## config.mk

```make
export PLATFORM = sky130hd
export DESIGN_NAME = board_io_ctrl
export DESIGN_NICKNAME = d
export VERILOG_FILES = /design/src/rtl/board_io_pkg.sv /design/src/rtl/sw_debounce.sv /design/src/rtl/board_io_ctrl.sv
export SDC_FILE = /design/constraint.sdc
export NUM_CORES = 1
export LEC_CHECK = 0
export CAP_MARGIN = 20
export CORE_ASPECT_RATIO = 2
export CORE_MARGIN = 1
export CORE_UTILIZATION = 55
export DETAILED_ROUTE_END_ITERATION = 6
export DONT_BUFFER_PORTS = 1
export PLACE_DENSITY = 0.8
export REMOVE_ABC_BUFFERS = 1
export SYNTH_ARGS = -nofsm -noshare
export SYNTH_HDL_FRONTEND = slang
export SYNTH_SLANG_ARGS = --single-unit
export TNS_END_PERCENT = 30
```

## constraint.sdc

```tcl
create_clock -name clk -period 5.44 [get_ports clk]
set_clock_uncertainty 0.05 [all_clocks]
set_input_delay 0.544 -clock clk [delete_from_list [all_inputs] [get_ports clk]]
set_output_delay 0.544 -clock clk [all_outputs]
set_load 0.02 [all_outputs]
```

## src/rtl/board_io_pkg.sv

```systemverilog
// rtl/board_io_pkg.sv - shared types and config bank encodings for board_io_ctrl
package board_io_pkg;

  typedef enum logic [1:0] {
    LED_OFF    = 2'd0,
    LED_ON     = 2'd1,
    LED_BLINK  = 2'd2,
    LED_MIRROR = 2'd3
  } led_mode_t;

  typedef logic [1:0] bank_t;

  localparam bank_t BANK_MODE = 2'd0;
  localparam bank_t BANK_R    = 2'd1;
  localparam bank_t BANK_G    = 2'd2;
  localparam bank_t BANK_B    = 2'd3;

endpackage

```

## src/rtl/sw_debounce.sv

```systemverilog
// rtl/sw_debounce.sv - single-switch synchroniser, debounce counter and edge pulses
module sw_debounce #(
  parameter int DEB_CYCLES = 16
) (
  input  logic clk,
  input  logic reset,
  input  logic sw_in,
  output logic sw_out,
  output logic sw_rise,
  output logic sw_fall
);

  localparam int CNT_W = $clog2(DEB_CYCLES + 1);

  logic             sync1;
  logic             sync2;
  logic [CNT_W-1:0] cnt;

  always_ff @(posedge clk or negedge reset) begin
    if (!reset) begin
      sync1   <= 1'b0;
      sync2   <= 1'b0;
      cnt     <= '0;
      sw_out  <= 1'b0;
      sw_rise <= 1'b0;
      sw_fall <= 1'b0;
    end else begin
      sync1   <= sw_in;
      sync2   <= sync1;
      sw_rise <= 1'b0;
      sw_fall <= 1'b0;
      if (sync2 != sw_out) begin
        // Commit on the DEB_CYCLES-th consecutive mismatching sample.
        if (cnt == CNT_W'(DEB_CYCLES - 1)) begin
          sw_out  <= sync2;
          cnt     <= '0;
          sw_rise <= sync2;
          sw_fall <= ~sync2;
        end else begin
          cnt <= cnt + 1'b1;
        end
      end else begin
        cnt <= '0;
      end
    end
  end

endmodule

```

## src/rtl/board_io_ctrl.sv

```systemverilog
// rtl/board_io_ctrl.sv - switch debounce, plain LED modes and shadowed RGB PWM
// Optional gamma correction of active duty when BOARD_IO_GAMMA_EN is defined.
module board_io_ctrl
  import board_io_pkg::*;
#(
  parameter int NUM_SW     = 2,
  parameter int NUM_LED    = 4,
  parameter int NUM_RGB    = 4,
  parameter int PWM_W      = 8,
  parameter int PWM_PRESC  = 4,
  parameter int DEB_CYCLES = 16,
  parameter int BLINK_BIT  = 22,
  parameter int ADDR_W     = 6
) (
  input  logic              clk,
  input  logic              reset,
  input  logic [NUM_SW-1:0] sw_in,
  output logic [NUM_SW-1:0] sw_out,
  output logic [NUM_SW-1:0] sw_rise,
  output logic [NUM_SW-1:0] sw_fall,
  input  logic              cfg_we,
  input  logic [ADDR_W-1:0] cfg_addr,
  input  logic [PWM_W-1:0]  cfg_wdata,
  output logic [NUM_LED-1:0] led,
  output logic [NUM_RGB-1:0] led_r,
  output logic [NUM_RGB-1:0] led_g,
  output logic [NUM_RGB-1:0] led_b
);

  localparam int IDX_W   = ADDR_W - 2;
  localparam int PRESC_W = (PWM_PRESC > 1) ? $clog2(PWM_PRESC) : 1;

  bank_t             bank;
  logic [IDX_W-1:0]  idx;
  assign bank = cfg_addr[ADDR_W-1 -: 2];
  assign idx  = cfg_addr[IDX_W-1:0];

  for (genvar g = 0; g < NUM_SW; g++) begin : g_sw
    sw_debounce #(.DEB_CYCLES(DEB_CYCLES)) u_deb (
      .clk     (clk),
      .reset   (reset),
      .sw_in   (sw_in[g]),
      .sw_out  (sw_out[g]),
      .sw_rise (sw_rise[g]),
      .sw_fall (sw_fall[g])
    );
  end

  // Only the bits up to BLINK_BIT are observable, so the wider counter is not kept.
  logic [BLINK_BIT:0] blink_cnt;
  led_mode_t          mode [NUM_LED];

  always_ff @(posedge clk or negedge reset) begin
    if (!reset) begin
      blink_cnt <= '0;
      led       <= '0;
      for (int i = 0; i < NUM_LED; i++) mode[i] <= (i == 0) ? LED_BLINK : LED_OFF;
    end else begin
      blink_cnt <= blink_cnt + 1'b1;
      for (int i = 0; i < NUM_LED; i++) begin
        if (cfg_we && bank == BANK_MODE && idx == IDX_W'(i))
          mode[i] <= led_mode_t'(cfg_wdata[1:0]);
        case (mode[i])
          LED_OFF:    led[i] <= 1'b0;
          LED_ON:     led[i] <= 1'b1;
          LED_BLINK:  led[i] <= blink_cnt[BLINK_BIT];
          LED_MIRROR: led[i] <= sw_out[i % NUM_SW];
          default:    led[i] <= 1'b0;
        endcase
      end
    end
  end

  function automatic logic [PWM_W-1:0] eff_duty(input logic [PWM_W-1:0] d);
`ifdef BOARD_IO_GAMMA_EN
    return PWM_W'(((2 * PWM_W)'(d) * (2 * PWM_W)'(d)) >> PWM_W);
`else
    return d;
`endif
  endfunction

  logic [PRESC_W-1:0] presc;
  logic [PWM_W-1:0]   pwm_cnt;
  logic [PWM_W-1:0]   shadow [3][NUM_RGB];
  logic [PWM_W-1:0]   active [3][NUM_RGB];
  logic               presc_tc;
  logic               wrap;

  assign presc_tc = (presc == PRESC_W'(PWM_PRESC - 1));
  assign wrap     = presc_tc && (pwm_cnt == '1);

  always_ff @(posedge clk or negedge reset) begin
    if (!reset) begin
      presc   <= '0;
      pwm_cnt <= '0;
      led_r   <= '0;
      led_g   <= '0;
      led_b   <= '0;
      for (int c = 0; c < 3; c++)
        for (int i = 0; i < NUM_RGB; i++) begin
          shadow[c][i] <= '0;
          active[c][i] <= '0;
        end
    end else begin
      if (presc_tc) begin
        presc   <= '0;
        pwm_cnt <= pwm_cnt + 1'b1;
      end else begin
        presc <= presc + 1'b1;
      end
      // A write landing on the copy edge is seen only at the following wrap.
      for (int c = 0; c < 3; c++)
        for (int i = 0; i < NUM_RGB; i++) begin
          if (wrap) active[c][i] <= eff_duty(shadow[c][i]);
          if (cfg_we && bank == bank_t'(c + 1) && idx == IDX_W'(i))
            shadow[c][i] <= cfg_wdata;
        end
      for (int i = 0; i < NUM_RGB; i++) begin
        led_r[i] <= active[0][i] > pwm_cnt;
        led_g[i] <= active[1][i] > pwm_cnt;
        led_b[i] <= active[2][i] > pwm_cnt;
      end
    end
  end

endmodule

```

==> metrics.cfg <==
[status]
status=complete, but fails checks
violations=hold timing

[yosys]
yosys_area_sq_um=12200
synth-edff-count=0
synth.distinct_cells=34
ys_warn_count=0
yosys_cells=910
synth_seq_share_pct=55.1

[finish]
utilization_pct=60.6
diodes=0
buffers_excl_clock=7
combGateArea_sq_um=5200
n_all_inverters=22
lay_top_count=dfrtp_1

[sta]
setup_violations=0
hold_violations=268
fin_hold_ws_ns=-0.339

[critical_path]
cp_data_required_time_ns=5.80
rr_endpoint=active[83]
crit_family=flip-flops
cp.arrival_ns=3.15
reg2reg_depth=5
max_stage_delay_ns=0.85

[placed_design]
io_buffers=0
placed_area_sq_um=12400
pre_cts_ws_ns=2.68
gp_congestion=0.756

[min_path]
hold_path_class=in -> async

[job]
warnings=29

[floorplan]
coreArea_sq_um=21700
num_rows=76

[global_routing]
grt_usage_pct=22.3
grt_pass1_vias=7525
antenna_found_initial=0

[routing]
wl_per_cell_microns=19.8
first_iter_violations=305
ant_nets=0

[power_and_ir_drop]
internal-power_mw=3.08
combinationalPowerShare_pct=3.1

[clocking]
cts_setup_buffers=0

## routing by layer
metal	up-vias	wire length, microns	track usage (%)	part of all wire (%)
met5	-	0	0	0
met2	108	13000	41.2	55
met3	49	838	3.14	3.5
li1	3258	-	-	-
met1	3652	9140	25.6	38
met4	0	774	8.83	3.3
## worst max-delay path by stage
stage / from / end / slack, ns / cells after the start
after floorplan: pwm_cnt[0] / active[10] / 0.83 / 4
after global placement: pwm_cnt[0] / active[12] / 2.74 / 5
after detailed placement: pwm_cnt[0] / active[29] / 2.68 / 5
after CTS: pwm_cnt[0] / active[83] / 2.65 / 5
after global routing: pwm_cnt[0] / active[83] / 2.53 / 5
final: pwm_cnt[0] / active[83] / 2.64 / 5
## power by group through the flow
stage / Sequential (mW) / Combinational [mW] / Clock (mW)
2_1_floorplan: 2.19 / 0.106 / 0
3_3_place_gp: 2.20 / 0.113 / 0
3_5_place_dp: 2.21 / 0.120 / 0
4_1_cts: 2.17 / 0.123 / 1.63
5_1_grt: 2.18 / 0.134 / 1.70
6_report: 2.17 / 0.121 / 1.59
## flip-flops by register name (all words and copies together) (netlist names)
signal              cells
g_sw.u_deb.sync2        2
shadow                 96
g_sw.u_deb.sw_fall      2
led_g                   4
led_r                   4
g_sw.u_deb.sw_rise      2
mode                    8
g_sw.u_deb.sync1        2
presc                   2
g_sw.u_deb.cnt         10
pwm_cnt                 8
g_sw.u_deb.sw_out       2
blink_cnt              23
active                 96
led_b                   4
led                     4
## kinds of logic (layout without fill, tap and decap cells)
group,count (synthesis),in the layout,share of synthesized area (%)
AND-OR/OR-AND,93,93,4.10
buffers and inverters,52,71,2.28
flip-flops,269,269,55.1
XOR/XNOR,34,34,2.44
multiplexers,202,202,18.5
AND/OR/NAND/NOR,159,159,7.20
adder cells (fa/ha/maj),101,101,10.3
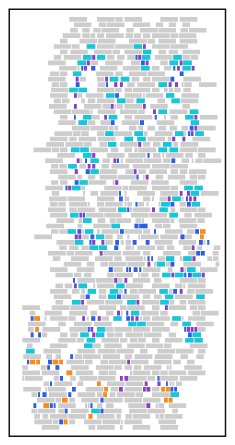
**Above:** selected gate families.
(2 px per micron)
and/or cells -> orange  # cells 20
nand cells -> blue  # cells 96, where widely spread
fa/ha/maj cells -> cyan  # cells 101
aoi and oai cells -> purple  # cells 81

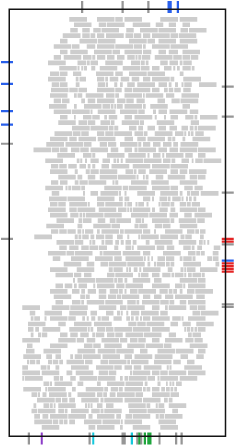
**Above:** I/O pins on the die edge.
(2 px per micron) Pins as bars across the die edge, other pins in grey.
`cfg_wdata` -> blue  # pins 8, direction input, edge 4 west, 3 north, 1 east
`cfg_addr` -> red  # pins 6, direction input, edge east
`led` -> green  # pins 4, direction output, edge south
`reset` -> purple  # pins 1, direction input, edge south
`sw_in` -> cyan  # pins 2, direction input, edge south

Power is estimated from default activity; no workload was simulated.
